==> src/rtl/mac_pkg.sv <==
// Shared types and default parameter values for the streaming MAC processing
// element.
//   mac_mode_e : operand interpretation for one dot product (unsigned / signed)
//   pe_state_e : first-term tracking state of the PE
package mac_pkg;

   localparam int DEF_WIDTH     = 8;
   localparam int DEF_CNT_WIDTH = 16;
   localparam bit DEF_SATURATE  = 1'b1;

   typedef enum logic {
      MODE_UNSIGNED = 1'b0,
      MODE_SIGNED   = 1'b1
   } mac_mode_e;

   typedef enum logic {
      PE_IDLE  = 1'b0,
      PE_ACCUM = 1'b1
   } pe_state_e;

endpackage

==> src/rtl/mac_sat_add.sv <==
// Combinational accumulate step with overflow detection and optional clamp.
// Ports:
//   acc_in   : current accumulator value, ACC_WIDTH bits
//   prod_ext : product already sign/zero-extended to ACC_WIDTH+1 bits
//   mode     : MODE_SIGNED interprets both operands as two's complement
//   sum      : new accumulator value (clamped when SATURATE=1, else wrapped)
//   ovf      : the true sum did not fit in ACC_WIDTH bits
module mac_sat_add
   import mac_pkg::*;
#(
   parameter int ACC_WIDTH = 32,
   parameter bit SATURATE  = 1'b1
) (
   input  logic [ACC_WIDTH-1:0] acc_in,
   input  logic [ACC_WIDTH:0]   prod_ext,
   input  mac_mode_e            mode,
   output logic [ACC_WIDTH-1:0] sum,
   output logic                 ovf
);

   logic [ACC_WIDTH:0] acc_ext;
   logic [ACC_WIDTH:0] raw_sum;

   // Add in ACC_WIDTH+1 bits so the true sum is always representable. In
   // unsigned mode the extra bit is a carry out; in signed mode a mismatch
   // between the top two bits means the result left the signed range, and the
   // top bit then tells us which end to clamp to.
   always_comb begin
      if (mode == MODE_SIGNED) begin
         acc_ext = {acc_in[ACC_WIDTH-1], acc_in};
      end else begin
         acc_ext = {1'b0, acc_in};
      end
      raw_sum = acc_ext + prod_ext;
      if (mode == MODE_SIGNED) begin
         ovf = raw_sum[ACC_WIDTH] ^ raw_sum[ACC_WIDTH-1];
      end else begin
         ovf = raw_sum[ACC_WIDTH];
      end
      sum = raw_sum[ACC_WIDTH-1:0];
      if (ovf && SATURATE) begin
         if (mode == MODE_SIGNED) begin
            sum = raw_sum[ACC_WIDTH] ? {1'b1, {(ACC_WIDTH-1){1'b0}}}
                                     : {1'b0, {(ACC_WIDTH-1){1'b1}}};
         end else begin
            sum = '1;
         end
      end
   end

endmodule

==> src/rtl/mac_stream.sv <==
// Pipelined stream multiply-accumulate processing element.
// Operand beats arrive under in_valid/in_ready; in_last terminates a dot
// product whose result leaves under res_valid/res_ready. Registered operands
// are forwarded on a_out/b_out/fwd_valid for systolic chaining.
// Ports:
//   clk, reset            : clock, asynchronous active-high reset
//   in_valid/in_ready     : operand beat handshake
//   a_in, b_in            : operands, WIDTH bits
//   in_last               : beat is the final term of the dot product
//   signed_en             : signed mode, honoured on the first beat only
//   a_out, b_out          : stage-1 operands for the neighbouring PE
//   fwd_valid             : a_out/b_out hold a beat accepted this step
//   res_valid/res_ready   : result handshake
//   res_data              : dot-product result, ACC_WIDTH bits
//   res_ovf               : overflow occurred anywhere in the dot product
//   res_count             : number of terms, saturating at all-ones
module mac_stream
   import mac_pkg::*;
#(
   parameter int WIDTH     = DEF_WIDTH,
   parameter int ACC_WIDTH = 4 * WIDTH,
   parameter int CNT_WIDTH = DEF_CNT_WIDTH,
   parameter bit SATURATE  = DEF_SATURATE
) (
   input  logic                 clk,
   input  logic                 reset,
   input  logic                 in_valid,
   output logic                 in_ready,
   input  logic [WIDTH-1:0]     a_in,
   input  logic [WIDTH-1:0]     b_in,
   input  logic                 in_last,
   input  logic                 signed_en,
   output logic [WIDTH-1:0]     a_out,
   output logic [WIDTH-1:0]     b_out,
   output logic                 fwd_valid,
   output logic                 res_valid,
   input  logic                 res_ready,
   output logic [ACC_WIDTH-1:0] res_data,
   output logic                 res_ovf,
   output logic [CNT_WIDTH-1:0] res_count
);

   localparam int PW = 2 * WIDTH;

   pe_state_e            state_q, state_d;
   mac_mode_e            mode_q, mode_d;

   logic                 s1_valid_q, s1_valid_d;
   logic [WIDTH-1:0]     s1_a_q, s1_a_d;
   logic [WIDTH-1:0]     s1_b_q, s1_b_d;
   logic                 s1_last_q, s1_last_d;
   logic                 s1_first_q, s1_first_d;
   mac_mode_e            s1_mode_q, s1_mode_d;

   logic                 s2_valid_q, s2_valid_d;
   logic [PW-1:0]        s2_prod_q, s2_prod_d;
   logic                 s2_last_q, s2_last_d;
   logic                 s2_first_q, s2_first_d;
   mac_mode_e            s2_mode_q, s2_mode_d;

   logic [ACC_WIDTH-1:0] acc_q, acc_d;
   logic                 acc_ovf_q, acc_ovf_d;
   logic [CNT_WIDTH-1:0] acc_cnt_q, acc_cnt_d;

   logic                 res_valid_q, res_valid_d;
   logic [ACC_WIDTH-1:0] res_data_q, res_data_d;
   logic                 res_ovf_q, res_ovf_d;
   logic [CNT_WIDTH-1:0] res_count_q, res_count_d;

   logic                 stall;
   logic                 accept;
   logic                 beat_first;
   mac_mode_e            beat_mode;
   logic [PW-1:0]        op_a_ext, op_b_ext, product;
   logic [ACC_WIDTH:0]   prod_ext;
   logic [ACC_WIDTH-1:0] acc_base, add_sum;
   logic                 add_ovf;
   logic [CNT_WIDTH-1:0] cnt_base, cnt_next;

   // The only source of backpressure is an unconsumed result; everything
   // upstream freezes with it so no beat in flight is ever lost.
   always_comb begin
      stall    = res_valid_q & ~res_ready;
      in_ready = ~stall;
      accept   = in_valid & ~stall;
   end

   // First-term tracking. The beat seen in PE_IDLE opens a dot product and
   // fixes its mode; later beats inherit the latched mode so signed_en is
   // free to change mid-stream. A last beat always closes the dot product.
   always_comb begin
      state_d    = state_q;
      mode_d     = mode_q;
      beat_first = (state_q == PE_IDLE);
      if (beat_first) begin
         beat_mode = signed_en ? MODE_SIGNED : MODE_UNSIGNED;
      end else begin
         beat_mode = mode_q;
      end
      if (accept) begin
         mode_d  = beat_mode;
         state_d = in_last ? PE_IDLE : PE_ACCUM;
      end
   end

   // Multiply in 2*WIDTH bits on operands pre-extended to 2*WIDTH; the low
   // half of that product is the exact signed or unsigned result.
   always_comb begin
      if (s1_mode_q == MODE_SIGNED) begin
         op_a_ext = {{WIDTH{s1_a_q[WIDTH-1]}}, s1_a_q};
         op_b_ext = {{WIDTH{s1_b_q[WIDTH-1]}}, s1_b_q};
      end else begin
         op_a_ext = {{WIDTH{1'b0}}, s1_a_q};
         op_b_ext = {{WIDTH{1'b0}}, s1_b_q};
      end
      product = op_a_ext * op_b_ext;
   end

   // Accumulate operands for stage 3. A first term starts from a clean slate
   // so no state from an earlier dot product leaks in, even if the
   // accumulator was not yet zeroed by a last beat.
   always_comb begin
      if (s2_mode_q == MODE_SIGNED) begin
         prod_ext = {{(ACC_WIDTH + 1 - PW){s2_prod_q[PW-1]}}, s2_prod_q};
      end else begin
         prod_ext = {{(ACC_WIDTH + 1 - PW){1'b0}}, s2_prod_q};
      end
      acc_base = s2_first_q ? '0 : acc_q;
      cnt_base = s2_first_q ? '0 : acc_cnt_q;
      if (&cnt_base) begin
         cnt_next = cnt_base;
      end else begin
         cnt_next = cnt_base + {{(CNT_WIDTH-1){1'b0}}, 1'b1};
      end
   end

   mac_sat_add #(
      .ACC_WIDTH (ACC_WIDTH),
      .SATURATE  (SATURATE)
   ) u_sat_add (
      .acc_in   (acc_base),
      .prod_ext (prod_ext),
      .mode     (s2_mode_q),
      .sum      (add_sum),
      .ovf      (add_ovf)
   );

   // Pipeline advance. Every register holds while stalled. A last beat in
   // stage 3 hands its totals to the result register and zeroes the
   // accumulator in the same step, so a following dot product can start on
   // the very next beat.
   always_comb begin
      s1_valid_d  = s1_valid_q;
      s1_a_d      = s1_a_q;
      s1_b_d      = s1_b_q;
      s1_last_d   = s1_last_q;
      s1_first_d  = s1_first_q;
      s1_mode_d   = s1_mode_q;
      s2_valid_d  = s2_valid_q;
      s2_prod_d   = s2_prod_q;
      s2_last_d   = s2_last_q;
      s2_first_d  = s2_first_q;
      s2_mode_d   = s2_mode_q;
      acc_d       = acc_q;
      acc_ovf_d   = acc_ovf_q;
      acc_cnt_d   = acc_cnt_q;
      res_valid_d = res_valid_q;
      res_data_d  = res_data_q;
      res_ovf_d   = res_ovf_q;
      res_count_d = res_count_q;
      if (!stall) begin
         s1_valid_d = accept;
         if (accept) begin
            s1_a_d     = a_in;
            s1_b_d     = b_in;
            s1_last_d  = in_last;
            s1_first_d = beat_first;
            s1_mode_d  = beat_mode;
         end
         s2_valid_d = s1_valid_q;
         if (s1_valid_q) begin
            s2_prod_d  = product;
            s2_last_d  = s1_last_q;
            s2_first_d = s1_first_q;
            s2_mode_d  = s1_mode_q;
         end
         res_valid_d = s2_valid_q & s2_last_q;
         if (s2_valid_q) begin
            if (s2_last_q) begin
               res_data_d  = add_sum;
               res_ovf_d   = add_ovf | (~s2_first_q & acc_ovf_q);
               res_count_d = cnt_next;
               acc_d       = '0;
               acc_ovf_d   = 1'b0;
               acc_cnt_d   = '0;
            end else begin
               acc_d       = add_sum;
               acc_ovf_d   = add_ovf | (~s2_first_q & acc_ovf_q);
               acc_cnt_d   = cnt_next;
            end
         end
      end
   end

   // State registers; reset drops every partial dot product on the floor.
   always_ff @(posedge clk or posedge reset) begin
      if (reset) begin
         state_q     <= PE_IDLE;
         mode_q      <= MODE_UNSIGNED;
         s1_valid_q  <= 1'b0;
         s1_a_q      <= '0;
         s1_b_q      <= '0;
         s1_last_q   <= 1'b0;
         s1_first_q  <= 1'b0;
         s1_mode_q   <= MODE_UNSIGNED;
         s2_valid_q  <= 1'b0;
         s2_prod_q   <= '0;
         s2_last_q   <= 1'b0;
         s2_first_q  <= 1'b0;
         s2_mode_q   <= MODE_UNSIGNED;
         acc_q       <= '0;
         acc_ovf_q   <= 1'b0;
         acc_cnt_q   <= '0;
         res_valid_q <= 1'b0;
         res_data_q  <= '0;
         res_ovf_q   <= 1'b0;
         res_count_q <= '0;
      end else begin
         state_q     <= state_d;
         mode_q      <= mode_d;
         s1_valid_q  <= s1_valid_d;
         s1_a_q      <= s1_a_d;
         s1_b_q      <= s1_b_d;
         s1_last_q   <= s1_last_d;
         s1_first_q  <= s1_first_d;
         s1_mode_q   <= s1_mode_d;
         s2_valid_q  <= s2_valid_d;
         s2_prod_q   <= s2_prod_d;
         s2_last_q   <= s2_last_d;
         s2_first_q  <= s2_first_d;
         s2_mode_q   <= s2_mode_d;
         acc_q       <= acc_d;
         acc_ovf_q   <= acc_ovf_d;
         acc_cnt_q   <= acc_cnt_d;
         res_valid_q <= res_valid_d;
         res_data_q  <= res_data_d;
         res_ovf_q   <= res_ovf_d;
         res_count_q <= res_count_d;
      end
   end

   always_comb begin
      a_out     = s1_a_q;
      b_out     = s1_b_q;
      fwd_valid = s1_valid_q;
      res_valid = res_valid_q;
      res_data  = res_data_q;
      res_ovf   = res_ovf_q;
      res_count = res_count_q;
   end

endmodule

==> config.mk <==
export PLATFORM = sky130hd
export DESIGN_NAME = mac_stream
export DESIGN_NICKNAME = d
export VERILOG_FILES = /design/src/rtl/mac_pkg.sv /design/src/rtl/mac_sat_add.sv /design/src/rtl/mac_stream.sv
export SDC_FILE = /design/constraint.sdc
export NUM_CORES = 1
export LEC_CHECK = 0
export CAP_MARGIN = 20
export CORE_MARGIN = 4
export CORE_UTILIZATION = 30
export CTS_CLUSTER_SIZE = 25
export DETAILED_ROUTE_END_ITERATION = 10
export SETUP_SLACK_MARGIN = 0.4
export SLEW_MARGIN = 20
export SYNTH_ARGS = -nofsm -noshare
export SYNTH_HDL_FRONTEND = slang
export SYNTH_HIERARCHICAL = 1
export SYNTH_SLANG_ARGS = --single-unit
==> constraint.sdc <==
create_clock -name clk -period 5.9 [get_ports clk]
set_input_delay 1.18 -clock clk [delete_from_list [all_inputs] [get_ports clk]]
set_output_delay 1.18 -clock clk [all_outputs]
set_load 0.01 [all_outputs]
Figure 1. PDN straps and rails (run 1).
Bar = 50 µm. Pins as bars on the die edge.
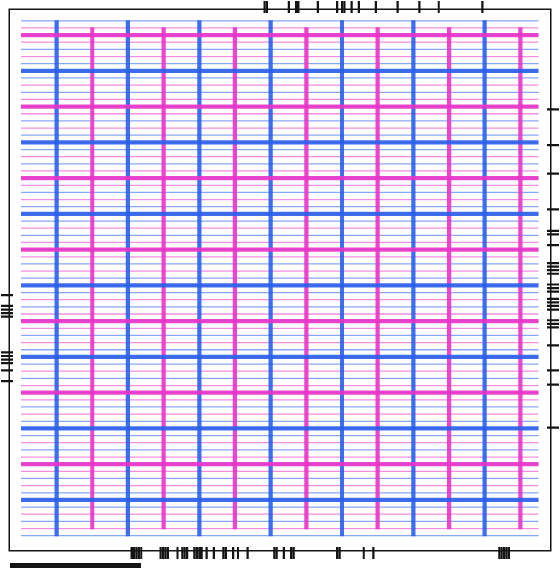
net	color
VDD	magenta
VSS	blue
met1 rails	73
met4 straps	14
CORE AREA: 38600 µm²
Die Ht: 205 µm
Die Wd: 205 µm

Figure 2. Cell classes on the final placement (run 1).
Bar = 50 µm.
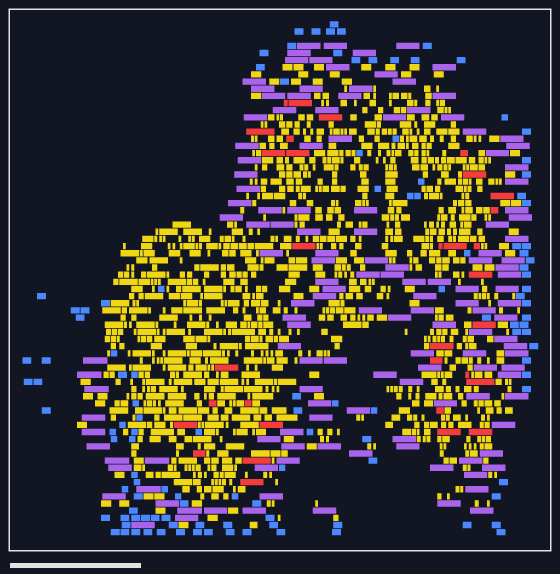
class	color	cells
all other logic	yellow	1050
clock drivers and dummy loads	red	32
flip-flops	purple	140
other buffers and delay cells	blue	119
Rows: 72
Seq/total area: 25.3%

Figure 3. Clock network drawn from the DEF (run 1).
Bar = 50 µm.
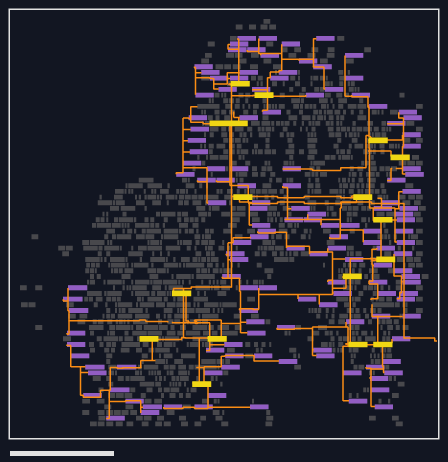
[cells driving clock nets] yellow | count: 17
[flip-flops] purple | count: 140
[clock wires] orange | length: 2290 µm
routed clock nets	18
worst skew pair latency: 0.44 ns

Figure 4. Signal wires by layer (run 1).
Only two layers are drawn.
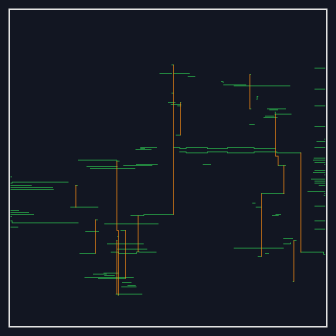
layer	color	wire length
met4	orange	540 µm
met3	green	1150 µm
gr usage total: 14.4%
drt wl/cell: 15.6 µm
Post-Route WL: 29000 µm
vias: 8893

==> summary.txt, run 1 <==
yosys + openroad results -> # port buffers 89, CP Max Fanout 8, CP Cell Sequence buf_4, and2_4, nand2_2, inv_2, fa_1, inv_1, fa_1, fa_1, inv_1, fa_1, inv_1, fa_1, fa_2, xor2_1, xnor2_1, xnor2_2, xnor3_1, xor2_1, mux2_2, Area growth syn-to-layout 19.0%, flop count 140, top cell type's share of synthesized area 30.0%, Clock Path Buffers 2, CTS root buf clkbuf_16, Post-Place Worst Slack 0.203 ns, CP arrival 5.67 ns, Crit path max-delay family adder cells, Fillers 3979, Slowest cell on crit path fa_1, reg-to-reg critical path endpoint s2_prod_q[15], layout cells sized above 1 12.6%, XOR Share, Synth 6.02%, crit path DRT 6.22 ns, top comb family, area adder cells, global-route wire length before repair 49000 µm, initial antenna violation count 0, Post-synth top flop dfrtp_1, count of non-CTS buffers in the layout 119, Syn Inst Count 1244, Top class by area logic gates, Cell Area, Synth 11700 µm², Min Hold Slack 0.457 ns, Die Area 42200 µm², Setup crit end kind flip-flop, ys flops 140, CP Class flip-flop to flip-flop, simple-gate share of the synthesized area 18.2%, Area contributors post-synth dfrtp_1 (30%), fa_1 (12%), ha_1 (9.3%), mux2_2 (5.9%), nand2_1 (4.9%), CTS HTree Levels 4, Critical Path Max Stage Delay 0.57 ns, CP endpoint s2_prod_q[15], Pre-antenna DRT Iters 4, fin area 13900 µm², Iteration-0 DRC Markers 415, most used cell, CP fa_1, cell count of the worst reg-to-reg path 19, YS chip area 11700 µm², Tmin final 5.34 ns, Final Util 36.1%, Post-Syn Nets 1422, Hold Violations, Final 0, FMAX 187 MHz, Mux area share 6.13%, top-count cell post-synth nand2_1, final period utilization 90.5%, Antenna Violating Nets Remaining 0, final worst setup slack 0.560 ns, RSZ-0062 raised after global routing true, Hold Startpoint acc_q[6], Top Layout Cells nand2_1 (151), dfrtp_1 (133), inv_1 (126), adder share 21.1%, CTS tree built, status finished, final reports clean, critical path depth 19, most frequent cells after synthesis nand2_1 (153), dfrtp_1 (140), inv_1 (129), ha_1 (87), fa_1 (69), Slew Limit Fails 0, Setup Skew 0.0152 ns, GP Congestion 0.868, Well Taps 518, IO Count 90, largest net degree at the start of global routing 94, Layout clock area frac 4.44%, tally of OpenROAD warnings 27, initial core utilization 30.3%, Mean Syn Cell Area 9.40 µm², AO/OA Area Share 12.3%, r2r setup slk 0.56 ns, DPL Wire Length 21400 µm, Setup Buffers After CTS 4, placed insts 1819, clkbuf count 19, CTS clk-pin slew, worst paths 0.07 ns, total congestion overflow 0
## run 1: flip-flops by register name, summed over array words and instances, names as in the netlist, named ones only
signal / cells
fwd_valid: 1
s1_last_q: 1
b_out: 8
acc_ovf_q: 1
s2_valid_q: 1
res_ovf: 1
res_data: 32
acc_q: 32
acc_cnt_q: 16
s2_prod_q: 16
s1_first_q: 1
res_count: 16
s2_last_q: 1
state_q: 1
s2_mode_q: 1
res_valid: 1
a_out: 8
s2_first_q: 1
## run 1: routing by layer
metal | GRT usage [%] | up-vias | wire (µm)
li1 | - | 4318 | -
met1 | 18.2 | 4381 | 13000
met2 | 25.0 | 160 | 14300
met3 | 2.68 | 34 | 1150
met4 | 4.40 | 0 | 539
met5 | 0 | - | 0
Figure 5. Cell placement (run 1).
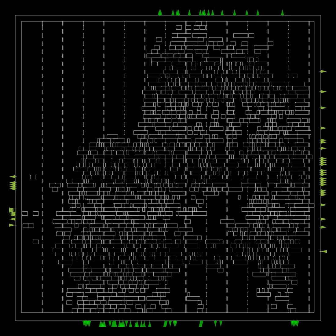

==> run 2, diff against run 1 <==
--- a/config.mk
+++ b/config.mk
@@ -6,7 +6,7 @@
 export NUM_CORES = 1
 export LEC_CHECK = 0
 export CAP_MARGIN = 20
-export CORE_MARGIN = 4
+export CORE_MARGIN = 2
 export CORE_UTILIZATION = 30
 export CTS_CLUSTER_SIZE = 25
 export DETAILED_ROUTE_END_ITERATION = 10
Figure 6. Cell placement (run 2).
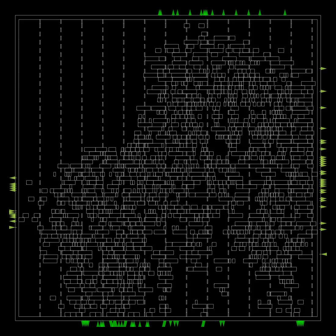
Final Util: 36.0%
flop count: 140
Fillers: 3957
Seq/total area: 25.3%

==> run 2 against run 1 <==
Compared with the run above: via count down 0.98%; hold slack gained 0.0018 ns; largest cell class unchanged; clock-buffer cell count unchanged.
==> summary.txt, run 2 <==
yosys + openroad results -> critical path depth 21 (+2), Setup crit end kind flip-flop, M1 GR Usage 18.9% (+0.75 points), met3 Use GR 2.33% (-0.35 points), top cell type's share of synthesized area 30.0% (unchanged), worst skew pair latency 0.44 ns (about the same), initial core utilization 30.3% (unchanged), Critical Path Max Stage Delay 0.53 ns (-0.04 ns), CP Max Fanout 6 (-2), Die Ht 201 µm (-1.9%), Antenna Violating Nets Remaining 0 (unchanged), met3 WL 722 µm (-37%), Crit path max-delay family adder cells, AO/OA Area Share 12.3% (unchanged), CP arrival 5.70 ns (+0.03 ns), global-route wire length before repair 48400 µm (-1.2%), clkbuf count 19 (unchanged), Min Hold Slack 0.459 ns (+0.00176 ns), Slowest cell on crit path fa_1, CP Cell Sequence and2_1, fa_1, inv_1, fa_1, inv_1, fa_1, inv_1, fa_1, inv_1, fa_1, inv_1, fa_1, inv_1, ha_4, a21o_1, o21ai_0, nand2b_1, a21oi_1, a211oi_1, xnor2_1, o21ai_0, fin area 13900 µm² (-0.11%), Hold Violations, Final 0 (unchanged), Met2 Wirelength 14300 µm (-0.15%), GR peak layer met2, tally of OpenROAD warnings 27 (unchanged), drt wl/cell 15.5 µm (-0.43%), Mux area share 6.13% (unchanged), total congestion overflow 0 (unchanged), CTS root buf clkbuf_16, # port buffers 89 (unchanged), RSZ-0062 raised after global routing true, largest net degree at the start of global routing 72 (-23%), placed insts 1819 (unchanged), adder share 21.1% (unchanged), CTS HTree Levels 4 (unchanged), Top class by area logic gates, vias 8806 (-0.98%), count of non-CTS buffers in the layout 118 (-0.84%), YS chip area 11700 µm² (unchanged), Top Layout Cells nand2_1 (151), dfrtp_1 (134), inv_1 (127), CTS tree built, Post-synth top flop dfrtp_1, Area growth syn-to-layout 18.8%, Syn Inst Count 1244 (unchanged), FMAX 185 MHz (-1.0%), met2 GRT Util 25.5% (+0.43 points), Setup Skew 0.00919 ns (-0.00603 ns), GP Congestion 0.872 (+0.40%), Iteration-0 DRC Markers 379 (-8.7%), initial antenna violation count 0 (unchanged), Rows 72 (unchanged), Post-Place Worst Slack 0.354 ns (+0.150 ns), Die Area 40600 µm² (-3.9%), CP Class flip-flop to flip-flop, DPL Wire Length 21000 µm (-1.7%), Post-Syn Nets 1422 (unchanged), status finished, final reports clean
==> run 2: cell counts after synthesis <==
Identical to the previous run, type by type.
==> run 2: worst paths after layout <==
kind                                 endpoint  slack [ns]      from
worst min-delay path                 acc_q[9]        0.46  acc_q[9]
worst max register to register  s2_prod_q[14]        0.51  a_out[7]
worst min register to register       acc_q[9]        0.46  acc_q[9]
min in group asynchronous            a_out[2]        1.24     reset
max in group asynchronous        res_data[20]        3.68     reset
worst max-delay path            s2_prod_q[14]        0.51  a_out[7]
==> run 2: repair_timing <==
item                                    4_1_cts  5_1_grt
pin swaps                                     2        5
hold endpoints to repair                      0        0
cloned                                        0        0
endpoints found under the setup margin        1        2
gates resized                                 3       17
buffers inserted                              0        7
==> run 3, diff against run 2 <==
--- a/config.mk
+++ b/config.mk
@@ -5,6 +5,7 @@
 export SDC_FILE = /design/constraint.sdc
 export NUM_CORES = 1
 export LEC_CHECK = 0
+export ABC_CLOCK_PERIOD_IN_PS = 5900
 export CAP_MARGIN = 20
 export CORE_MARGIN = 2
 export CORE_UTILIZATION = 30
Figure 7. PDN straps and rails (run 3).
Bar = 50 µm. Pins as bars on the die edge.
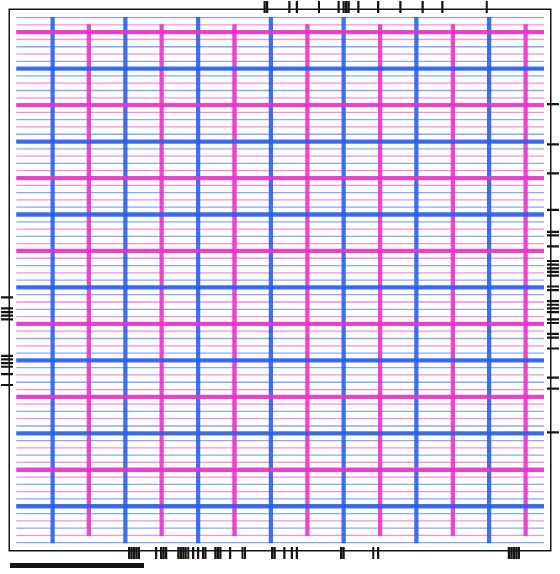
net	color
VDD	magenta
VSS	blue
signal pins	90
met1 rails	73
Die Wd: 201 µm
Die Ht: 201 µm

==> run 3 against run 2 <==
Compared with the run above: synthesized cell count stayed put; clock-buffer cell count stayed put; hold slack stayed put; highest routed layer unchanged.
==> summary.txt, run 3 <==
yosys + openroad results -> status finished, final reports clean, final worst setup slack 0.506 ns, DRC 0, Rows 72 (unchanged), Post-Syn Nets 1422 (unchanged), drt wl/cell 15.5 µm (unchanged), Slew Limit Fails 0, initial antenna violation count 0 (unchanged), Critical Path Max Stage Delay 0.53 ns (about the same), Worst Hold End acc_q[9], met3 Use GR 2.33% (unchanged), CTS root buf clkbuf_16, Hold Crit Class flip-flop to flip-flop, Post-synth EDFFs 0, CP startpoint a_out[7], GP Congestion 0.872 (unchanged), DPL Wire Length 21000 µm (unchanged), Clock Path Buffers 2, global-route wire length before repair 48400 µm (unchanged), vias 8806 (unchanged), Hold Violations, Final 0 (unchanged), CORE AREA 38600 µm², CP arrival 5.70 ns (about the same), CP Cell Sequence and2_1, fa_1, inv_1, fa_1, inv_1, fa_1, inv_1, fa_1, inv_1, fa_1, inv_1, fa_1, inv_1, ha_4, a21o_1, o21ai_0, nand2b_1, a21oi_1, a211oi_1, xnor2_1, o21ai_0, Buf/Inv on CP 6, top-count cell post-synth nand2_1, met3 WL 722 µm (unchanged), Cell Area, Synth 11700 µm², Post-Layout Cell Count 1858, number of hold buffers added after CTS 0, CP endpoint s2_prod_q[14], r2r setup slk 0.51 ns (about the same), M1 GR Usage 18.9% (unchanged), RSZ-0062 raised after global routing true, tally of OpenROAD warnings 27 (unchanged), Mean Syn Cell Area 9.40 µm², critical path depth 21 (unchanged), fin area 13900 µm² (unchanged), Antenna Violating Nets Remaining 0 (unchanged), total congestion overflow 0 (unchanged), Final Util 36.0% (unchanged), placed cell area 13200 µm², synth warn 6, Tmin final 5.39 ns, XOR Share, Synth 6.02%, Hold Startpoint acc_q[9], Post-Place Worst Slack 0.354 ns (unchanged), GR peak layer met2, AO/OA Area Share 12.3% (unchanged), max-capacitance violation count 0, Crit path max-delay family adder cells, CTS Buf Count 17, initial core utilization 30.3% (unchanged), top cell type's share of synthesized area 30.0% (unchanged), CP Max Fanout 6 (unchanged), CTS tree built, Slowest cell on crit path fa_1, Die Area 40600 µm² (unchanged), largest net degree at the start of global routing 72 (unchanged), Routed met1 length 13400 µm, clk sinks 140, Setup Buffers After CTS 0 (unchanged), via count of the first global-routing pass 9206, reg-to-reg critical path endpoint s2_prod_q[14], met2 GRT Util 25.5% (unchanged), cell count of the worst reg-to-reg path 21, CTS HTree Levels 4 (unchanged), layout cells sized above 1 12.4%, R2R Path Start a_out[7], IO Count 90, ys flops 140, Diodes inserted 0, simple-gate share of the synthesized area 18.2%, Seq/Total Area, Yosys 30.0%, Iteration-0 DRC Markers 379 (unchanged), most frequent cells after synthesis nand2_1 (153), dfrtp_1 (140), inv_1 (129), ha_1 (87), fa_1 (69), top comb family, area adder cells, Top Layout Cells nand2_1 (151), dfrtp_1 (134), inv_1 (127), distinct lib cells 71, Post-synth top flop dfrtp_1, adder share 21.1% (unchanged), final period utilization 91.4%, Mux area share 6.13% (unchanged), CP Class flip-flop to flip-flop, Syn Inst Count 1244 (unchanged), Area growth syn-to-layout 18.8% (unchanged), Max transition margin 41.2%, placed insts 1819 (unchanged), FMAX 185 MHz (unchanged), worst slew pin tran 0.880 ns, Met2 Wirelength 14300 µm (unchanged), Startpoint Class flip-flop, worst skew pair latency 0.44 ns (about the same), Min Hold Slack 0.459 ns (unchanged), crit path DRT 6.21 ns, Setup Skew 0.00919 ns (unchanged), cells resized by post-CTS repair 3 (unchanged), # port buffers 89 (unchanged), Pre-antenna DRT Iters 4, YS chip area 11700 µm² (unchanged), Setup crit end kind flip-flop, post-synth top area cell dfrtp_1
-- run 3: cell counts after synthesis --
Identical to the previous run, type by type.
-- run 3: cell type report --
| cell class | instances | area, µm² |
|---|---|---|
| multi-input cells | 920 | 7530 |
| flip-flops and latches | 140 | 3510 |
| fillers | 3957 | 24700 |
| clock inverters | 13 | 166 |
| clock buffers | 19 | 433 |
| repair buffers | 118 | 1110 |
| well taps | 518 | 648 |
| inverters | 130 | 493 |
-- run 3: cell families (layout without fill, tap and decap cells) --
group | Yosys count | after routing
AND-OR/OR-AND | 220 | 220
multiplexers | 64 | 64
flip-flops | 140 | 140
XOR/XNOR | 77 | 77
AND/OR/NAND/NOR | 403 | 403
adder cells (fa/ha/maj) | 156 | 156
buffers and inverters | 184 | 280
